[config.mk]
export PLATFORM = sky130hd
export DESIGN_NAME = rf_2p_arbiter_flat
export DESIGN_NICKNAME = d
export VERILOG_FILES = /design/src/rtl/rf_2p_arbiter_if.sv /design/src/rtl/rf_2p_arbiter.sv /design/src/flat_wrapper.sv
export SDC_FILE = /design/constraint.sdc
export NUM_CORES = 1
export LEC_CHECK = 0
export CAP_MARGIN = 20
export CELL_PAD_IN_SITES_DETAIL_PLACEMENT = 0
export CELL_PAD_IN_SITES_GLOBAL_PLACEMENT = 1
export CORE_ASPECT_RATIO = 2
export CORE_MARGIN = 1.5
export CORE_UTILIZATION = 28
export DETAILED_ROUTE_END_ITERATION = 16
export PLACE_DENSITY_LB_ADDON = 0.1
export SYNTH_ARGS = -nofsm -noshare
export SYNTH_HDL_FRONTEND = slang
export SYNTH_SLANG_ARGS = --single-unit
[constraint.sdc]
create_clock -name i_clk -period 6.05 [get_ports i_clk]
set_input_delay 1.21 -clock i_clk [delete_from_list [all_inputs] [get_ports i_clk]]
set_output_delay 1.21 -clock i_clk [all_outputs]
set_load 0.1 [all_outputs]
[src/rtl/rf_2p_arbiter_if.sv]
// Client-side and RF-side bus of the 2-port register-file arbiter.
// The slave modport is the arbiter's view; master is the view of whatever drives clients and the RF.
interface rf_2p_arbiter_if #(
    parameter int NREQ = 4,
    parameter int DWD  = 16,
    parameter int AWD  = 4,
    parameter int SIZE = 1
);
    logic [NREQ-1:0]                      i_rd_valid;
    logic [NREQ-1:0]                      o_rd_ready;
    logic [NREQ-1:0][AWD-1:0]             i_rd_addr;
    logic [NREQ-1:0]                      o_rd_rvalid;
    logic [SIZE-1:0][DWD-1:0]             o_rd_rdata;

    logic [NREQ-1:0]                      i_wr_valid;
    logic [NREQ-1:0]                      o_wr_ready;
    logic [NREQ-1:0][AWD-1:0]             i_wr_addr;
    logic [NREQ-1:0][SIZE-1:0][DWD-1:0]   i_wr_data;

    logic                                 o_rf_read;
    logic [AWD-1:0]                       o_rf_raddr;
    logic [SIZE-1:0][DWD-1:0]             i_rf_rdata;
    logic                                 o_rf_write;
    logic [AWD-1:0]                       o_rf_waddr;
    logic [SIZE-1:0][DWD-1:0]             o_rf_wdata;
    logic                                 o_addr_err;

    modport slave (
        input  i_rd_valid, i_rd_addr, i_wr_valid, i_wr_addr, i_wr_data, i_rf_rdata,
        output o_rd_ready, o_rd_rvalid, o_rd_rdata, o_wr_ready,
               o_rf_read, o_rf_raddr, o_rf_write, o_rf_waddr, o_rf_wdata, o_addr_err
    );

    modport master (
        output i_rd_valid, i_rd_addr, i_wr_valid, i_wr_addr, i_wr_data, i_rf_rdata,
        input  o_rd_ready, o_rd_rvalid, o_rd_rdata, o_wr_ready,
               o_rf_read, o_rf_raddr, o_rf_write, o_rf_waddr, o_rf_wdata, o_addr_err
    );
endinterface

[src/rtl/rf_2p_arbiter.sv]
// Round-robin arbiter sharing one 1R+1W register file between NREQ read and NREQ write clients.
// Macro RF_2P_ARB_FWD_EN: a same-address read is served from the colliding write instead of stalling.
module rf_2p_arbiter #(
    parameter int NREQ   = 4,
    parameter int WORDWD = 12,
    parameter int DWD    = 16,
    parameter int AWD    = $clog2(WORDWD),
    parameter int SIZE   = 1
) (
    input  logic           i_clk,
    input  logic           i_rst,
    rf_2p_arbiter_if.slave bus
);
    localparam int PWD = (NREQ > 1) ? $clog2(NREQ) : 1;
    localparam logic [AWD:0] WORDWD_L = (AWD + 1)'(WORDWD);

    typedef logic [SIZE-1:0][DWD-1:0] word_t;

    logic [PWD-1:0]  rd_ptr_q, rd_ptr_d;
    logic [PWD-1:0]  wr_ptr_q, wr_ptr_d;
    logic [PWD:0]    rd_pick_s, wr_pick_s;
    logic            rd_cand_s, wr_cand_s;
    logic [PWD-1:0]  rd_win_s, wr_win_s;
    logic [AWD-1:0]  rd_addr_s, wr_addr_s;
    word_t           wr_data_s;
    logic            rd_oor_s, wr_oor_s;
    logic            collide_s, rd_grant_s;
    logic            rf_read_s, rf_write_s;
    logic [NREQ-1:0] rd_ready_s, wr_ready_s;
    word_t           rd_rdata_s;

    logic [NREQ-1:0] rvalid_q, rvalid_d;
    logic            rerr_q, rerr_d;
    logic            fwd_q, fwd_d;
    logic            addr_err_q, addr_err_d;
    logic [AWD-1:0]  raddr_q, raddr_d;
    logic [AWD-1:0]  waddr_q, waddr_d;
    word_t           wdata_q, wdata_d;

    // Returns {found, index} of the first valid client at or after ptr, wrapping around.
    function automatic logic [PWD:0] rr_pick(input logic [NREQ-1:0] valid, input logic [PWD-1:0] ptr);
        logic [PWD:0] res;
        int unsigned  idx;
        res = '0;
        for (int i = NREQ - 1; i >= 0; i--) begin
            idx = (32'(ptr) + 32'(i)) % 32'(NREQ);
            if (valid[idx[PWD-1:0]]) begin
                res = {1'b1, idx[PWD-1:0]};
            end else begin
                res = res;
            end
        end
        return res;
    endfunction

    function automatic logic [PWD-1:0] ptr_after(input logic [PWD-1:0] win);
        return PWD'((32'(win) + 32'd1) % 32'(NREQ));
    endfunction

    // Candidate selection, collision detection and grant generation for both ports.
    always_comb begin
        rd_pick_s  = rr_pick(bus.i_rd_valid, rd_ptr_q);
        wr_pick_s  = rr_pick(bus.i_wr_valid, wr_ptr_q);
        rd_cand_s  = rd_pick_s[PWD];
        rd_win_s   = rd_pick_s[PWD-1:0];
        wr_cand_s  = wr_pick_s[PWD];
        wr_win_s   = wr_pick_s[PWD-1:0];
        rd_addr_s  = bus.i_rd_addr[rd_win_s];
        wr_addr_s  = bus.i_wr_addr[wr_win_s];
        wr_data_s  = bus.i_wr_data[wr_win_s];
        rd_oor_s   = ({1'b0, rd_addr_s} >= WORDWD_L);
        wr_oor_s   = ({1'b0, wr_addr_s} >= WORDWD_L);
        collide_s  = rd_cand_s & wr_cand_s & (rd_addr_s == wr_addr_s);
`ifdef RF_2P_ARB_FWD_EN
        rd_grant_s = rd_cand_s;
`else
        rd_grant_s = rd_cand_s & ~collide_s;
`endif
        rf_read_s  = rd_grant_s & ~rd_oor_s & ~collide_s & ~i_rst;
        rf_write_s = wr_cand_s & ~wr_oor_s & ~i_rst;
        rd_ready_s = '0;
        wr_ready_s = '0;
        if (rd_grant_s) begin
            rd_ready_s[rd_win_s] = 1'b1;
        end else begin
            rd_ready_s = '0;
        end
        if (wr_cand_s) begin
            wr_ready_s[wr_win_s] = 1'b1;
        end else begin
            wr_ready_s = '0;
        end
    end

    // Next state: pointers advance past the winner; RF pins only change on a real access.
    always_comb begin
        rd_ptr_d   = rd_ptr_q;
        wr_ptr_d   = wr_ptr_q;
        raddr_d    = raddr_q;
        waddr_d    = waddr_q;
        wdata_d    = wdata_q;
        rvalid_d   = rd_ready_s;
        rerr_d     = rd_grant_s & rd_oor_s;
        fwd_d      = rd_grant_s & collide_s;
        addr_err_d = addr_err_q | (rd_grant_s & rd_oor_s) | (wr_cand_s & wr_oor_s);
        if (rd_grant_s) begin
            rd_ptr_d = ptr_after(rd_win_s);
        end else begin
            rd_ptr_d = rd_ptr_q;
        end
        if (wr_cand_s) begin
            wr_ptr_d = ptr_after(wr_win_s);
        end else begin
            wr_ptr_d = wr_ptr_q;
        end
        if (rf_read_s) begin
            raddr_d = rd_addr_s;
        end else begin
            raddr_d = raddr_q;
        end
        if (rf_write_s) begin
            waddr_d = wr_addr_s;
            wdata_d = wr_data_s;
        end else begin
            waddr_d = waddr_q;
            wdata_d = wdata_q;
        end
    end

    // State registers with synchronous reset.
    always_ff @(posedge i_clk) begin
        if (i_rst) begin
            rd_ptr_q   <= '0;
            wr_ptr_q   <= '0;
            rvalid_q   <= '0;
            rerr_q     <= 1'b0;
            fwd_q      <= 1'b0;
            addr_err_q <= 1'b0;
            raddr_q    <= '0;
            waddr_q    <= '0;
            wdata_q    <= '0;
        end else begin
            rd_ptr_q   <= rd_ptr_d;
            wr_ptr_q   <= wr_ptr_d;
            rvalid_q   <= rvalid_d;
            rerr_q     <= rerr_d;
            fwd_q      <= fwd_d;
            addr_err_q <= addr_err_d;
            raddr_q    <= raddr_d;
            waddr_q    <= waddr_d;
            wdata_q    <= wdata_d;
        end
    end

    // Read response: wdata_q still holds the forwarded write one cycle after a collision.
    always_comb begin
        rd_rdata_s = '0;
        if ((rvalid_q != '0) && !rerr_q) begin
            rd_rdata_s = fwd_q ? wdata_q : bus.i_rf_rdata;
        end else begin
            rd_rdata_s = '0;
        end
    end

    assign bus.o_rd_ready  = rd_ready_s;
    assign bus.o_wr_ready  = wr_ready_s;
    assign bus.o_rd_rvalid = rvalid_q;
    assign bus.o_rd_rdata  = rd_rdata_s;
    assign bus.o_rf_read   = rf_read_s;
    assign bus.o_rf_raddr  = raddr_d;
    assign bus.o_rf_write  = rf_write_s;
    assign bus.o_rf_waddr  = waddr_d;
    assign bus.o_rf_wdata  = wdata_d;
    assign bus.o_addr_err  = addr_err_q;
endmodule

[src/flat_wrapper.sv]
// flat-port wrapper written by rule: the top's interface ports become plain ports
module rf_2p_arbiter_flat 
#(
    parameter int NREQ   = 4,
    parameter int WORDWD = 12,
    parameter int DWD    = 16,
    parameter int AWD    = $clog2(WORDWD),
    parameter int SIZE   = 1
)
  (i_clk, i_rst, bus_i_rd_valid, bus_i_rd_addr, bus_i_wr_valid, bus_i_wr_addr, bus_i_wr_data, bus_i_rf_rdata, bus_o_rd_ready, bus_o_rd_rvalid, bus_o_rd_rdata, bus_o_wr_ready, bus_o_rf_read, bus_o_rf_raddr, bus_o_rf_write, bus_o_rf_waddr, bus_o_rf_wdata, bus_o_addr_err);
  rf_2p_arbiter_if #(.NREQ(NREQ), .DWD(DWD), .AWD(AWD), .SIZE(SIZE)) bus_i ();
  input  logic i_clk;
  input  logic i_rst;
  input wire logic [$bits(bus_i.i_rd_valid)-1:0] bus_i_rd_valid;
  input wire logic [$bits(bus_i.i_rd_addr)-1:0] bus_i_rd_addr;
  input wire logic [$bits(bus_i.i_wr_valid)-1:0] bus_i_wr_valid;
  input wire logic [$bits(bus_i.i_wr_addr)-1:0] bus_i_wr_addr;
  input wire logic [$bits(bus_i.i_wr_data)-1:0] bus_i_wr_data;
  input wire logic [$bits(bus_i.i_rf_rdata)-1:0] bus_i_rf_rdata;
  output wire logic [$bits(bus_i.o_rd_ready)-1:0] bus_o_rd_ready;
  output wire logic [$bits(bus_i.o_rd_rvalid)-1:0] bus_o_rd_rvalid;
  output wire logic [$bits(bus_i.o_rd_rdata)-1:0] bus_o_rd_rdata;
  output wire logic [$bits(bus_i.o_wr_ready)-1:0] bus_o_wr_ready;
  output wire logic [$bits(bus_i.o_rf_read)-1:0] bus_o_rf_read;
  output wire logic [$bits(bus_i.o_rf_raddr)-1:0] bus_o_rf_raddr;
  output wire logic [$bits(bus_i.o_rf_write)-1:0] bus_o_rf_write;
  output wire logic [$bits(bus_i.o_rf_waddr)-1:0] bus_o_rf_waddr;
  output wire logic [$bits(bus_i.o_rf_wdata)-1:0] bus_o_rf_wdata;
  output wire logic [$bits(bus_i.o_addr_err)-1:0] bus_o_addr_err;
  assign bus_i.i_rd_valid = bus_i_rd_valid;
  assign bus_i.i_rd_addr = bus_i_rd_addr;
  assign bus_i.i_wr_valid = bus_i_wr_valid;
  assign bus_i.i_wr_addr = bus_i_wr_addr;
  assign bus_i.i_wr_data = bus_i_wr_data;
  assign bus_i.i_rf_rdata = bus_i_rf_rdata;
  assign bus_o_rd_ready = bus_i.o_rd_ready;
  assign bus_o_rd_rvalid = bus_i.o_rd_rvalid;
  assign bus_o_rd_rdata = bus_i.o_rd_rdata;
  assign bus_o_wr_ready = bus_i.o_wr_ready;
  assign bus_o_rf_read = bus_i.o_rf_read;
  assign bus_o_rf_raddr = bus_i.o_rf_raddr;
  assign bus_o_rf_write = bus_i.o_rf_write;
  assign bus_o_rf_waddr = bus_i.o_rf_waddr;
  assign bus_o_rf_wdata = bus_i.o_rf_wdata;
  assign bus_o_addr_err = bus_i.o_addr_err;
  rf_2p_arbiter #(.NREQ(NREQ), .WORDWD(WORDWD), .DWD(DWD), .AWD(AWD), .SIZE(SIZE)) u_core (.i_clk(i_clk), .i_rst(i_rst), .bus(bus_i));
endmodule
Figure 1. M4 wires (run 1).
Bar = 20 um.
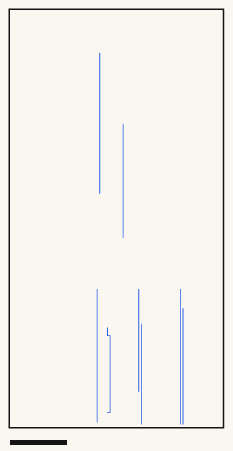
longest straight run = 49.6 um
main direction = vertical

Figure 2. M1 wires (run 1).
Bar = 20 um.
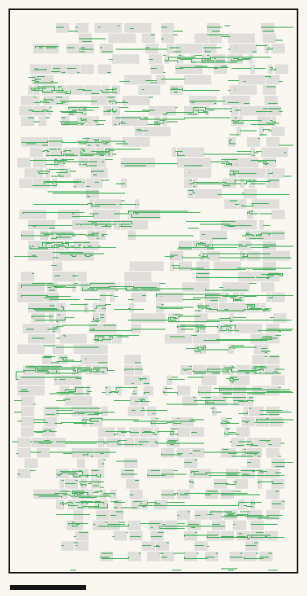
share of all routed wire = 31%
nets with wire on the layer = 544
main direction = horizontal
wire length on this layer = 3500 um
longest straight run = 26.2 um

==> impl_metrics.yaml, run 1 <==
# implementation run metrics
floorplan:
  die_w_um: 75.25
  initial_utilization_pct: 28.80
  die_area_um2: 11100
  pin_count: 177
  rows: 52
finish:
  logic_area_um2: 2049
  n_clock_buffer: 5
  n_all_buffers: 185
  seq_area_share_pct: 13.35
  clock_cell_area_share_pct: 2.765
  nNetsFinal: 650
critical_path:
  cp-start-kind: "input port"
  critPathMaxFanout: 8
  worstPathRequired_ps: 4840
  worst-setup-path-type: "input port to primary output"
  path_depth: 12
  max_stage_delay_ps: 470
  crit_buf_inv: 3
  cp_top_family: "simple AND/OR/NAND/NOR gates"
logic_synthesis:
  ys.flops: 35
  synth_dominant_cell_count: "mux2i_1"
clock_network:
  clock_path_buffers: 2
power:
  power_switching_mw: 1.337
  power.density_nw_per_um2: 454.6
placement:
  placed_cells: 648
outcome:
  outcome: "finished, final reports clean"
route:
  wl_um: 11180
sta:
  max_freq_mhz: 187.1
Figure 3. Routing congestion map (run 1).
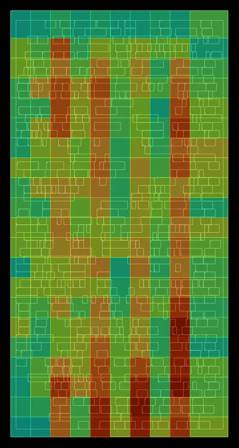
met1 usage: 17.73%
Final Util: 51.71%
GR peak layer: met2
All-Layer GR Usage: 19.98%

run 1: power groups by stage:
stage / sequential, mW / combinational (mW) / clock (mW)
6_report: 0.312 / 1.82 / 0.252
5_1_grt: 0.319 / 1.90 / 0.272
4_1_cts: 0.314 / 1.84 / 0.262
3_5_place_dp: 0.319 / 1.83 / 0
3_3_place_gp: 0.317 / 1.83 / 0
2_1_floorplan: 0.370 / 1.20 / 0
run 1: cells by family after synthesis:
kind of cell / after synthesis / synth area share, %
compound gates: 69 / 16.91
xor+xnor: 3 / 1.670
fa+ha+maj: 8 / 3.425
buf+inv: 34 / 6.378
flops: 35 / 23.97
mux: 65 / 23.20
other cells: 1 / 0.1283
simple gates: 133 / 24.32
--- run 2 (diff from run 1) ---
--- a/config.mk
+++ b/config.mk
@@ -13,6 +13,7 @@
 export CORE_UTILIZATION = 28
 export DETAILED_ROUTE_END_ITERATION = 16
 export PLACE_DENSITY_LB_ADDON = 0.1
+export SKIP_LAST_GASP = 1
 export SYNTH_ARGS = -nofsm -noshare
 export SYNTH_HDL_FRONTEND = slang
 export SYNTH_SLANG_ARGS = --single-unit
Figure 4. M4 wires (run 2).
Bar = 20 um.
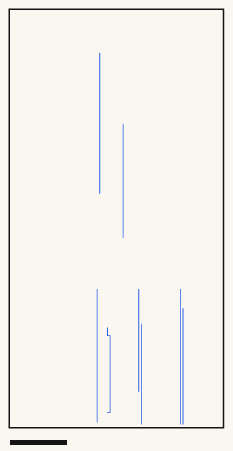
main direction = vertical
nets with wire on the layer = 8
share of all routed wire = 2.9%
wire length on this layer = 328 um

Figure 5. M3 wires (run 2).
Bar = 20 um.
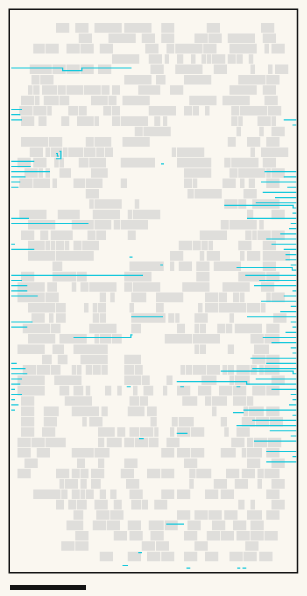
share of all routed wire = 5.5%
longest straight run = 34.3 um
wire length on this layer = 613 um

==> run 2 against run 1 <==
- via count is the same
- utilization is the same
- critical path depth did not move
- area after synthesis stayed put
- maximum frequency unchanged
- power is the same
- non-clock buffer count is the same
- sequential share of layout area did not move
- register-to-register slack hardly changed
- largest cell class unchanged
==> impl_metrics.yaml, run 2 <==
# implementation run metrics
outcome:
  outcome: "finished, final reports clean"
finish:
  fin_util_pct: 51.71
  clock_cell_area_share_pct: 2.765
  n_clock_buffer: 5
  n_all_buffers: 185
  comb_share_pct: 39.05
  nNetsFinal: 650
  seq_area_share_pct: 13.35
  logic_area_um2: 2049
  layout_top_cells: "clkdlybuf4s50_1, mux2i_1, nand2_1"
logic_synthesis:
  edf_count: 0
  ys_sh_adder_pct: 3.425
  ys_sh_simple_pct: 24.32
  ys.flops: 35
  top_logic_kind: "simple AND/OR/NAND/NOR gates"
  synth_dominant_cell_count: "mux2i_1"
  yosys.area_share.aoi_pct: 16.91
  yosys.area_share.xor_xnor_pct: 1.670
  yosys_cells: 348
critical_path:
  cp-start-kind: "input port"
  critPathMaxFanout: 8
  worstPathRequired_ps: 4840
  worst-setup-path-type: "input port to primary output"
  worst-r2r-cell-count: 9
power:
  power.density_nw_per_um2: 454.6
  power_switching_mw: 1.337
  seq_power_uw: 312
  power_leader: "combinational cells"
  powerClk_uw: 252
floorplan:
  initial_utilization_pct: 28.80
  rows: 52
  pin_count: 177
  die_w_um: 75.25
  die_area_um2: 11100
route:
  wl_um: 11180
global_route:
  grt_usage_pct: 19.98
  busiest_layer: "met2"
sta:
  max_freq_mhz: 187.1
  finalCritPeriodShare_pct: 88.34
clock_network:
  cts_resized: 0
  clock_path_buffers: 2
Figure 6. M2 wires (run 2).
Bar = 20 um.
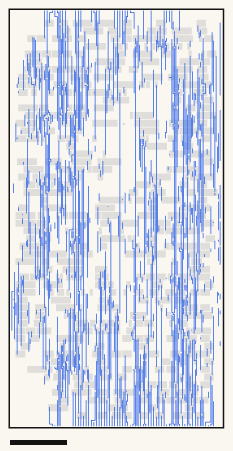
nets with wire on the layer = 553
wire length on this layer = 6740 um
share of all routed wire = 60%
longest straight run = 95.2 um
main direction = vertical

run 2: per-stage QoR:
step	power (mW)	hold slack, ps	setup TNS (ps)	cell area (um^2)	cells
finish	2.386	489.3	0	5249	656
global route	2.492	519.5	0	5249	656
CTS	2.415	488.1	0	5249	656
detailed placement	2.153	476.4	0	5104	648
global placement	2.144	468.9	0	5104	648
floorplan	1.568	459.9	-134.4	2923	348
run 2: critical path, stage by stage:
cell	delay (ps)
clkdlybuf4s50_1	470
and2_1	210
and2_1	180
nor3_4	370
nand3_1	260
a211oi_2	300
nor3b_2	80
a41oi_4	250
nand3_4	140
inv_6	110
mux2i_1	310
buf_12	220
Power and IR drop assume default switching activity.
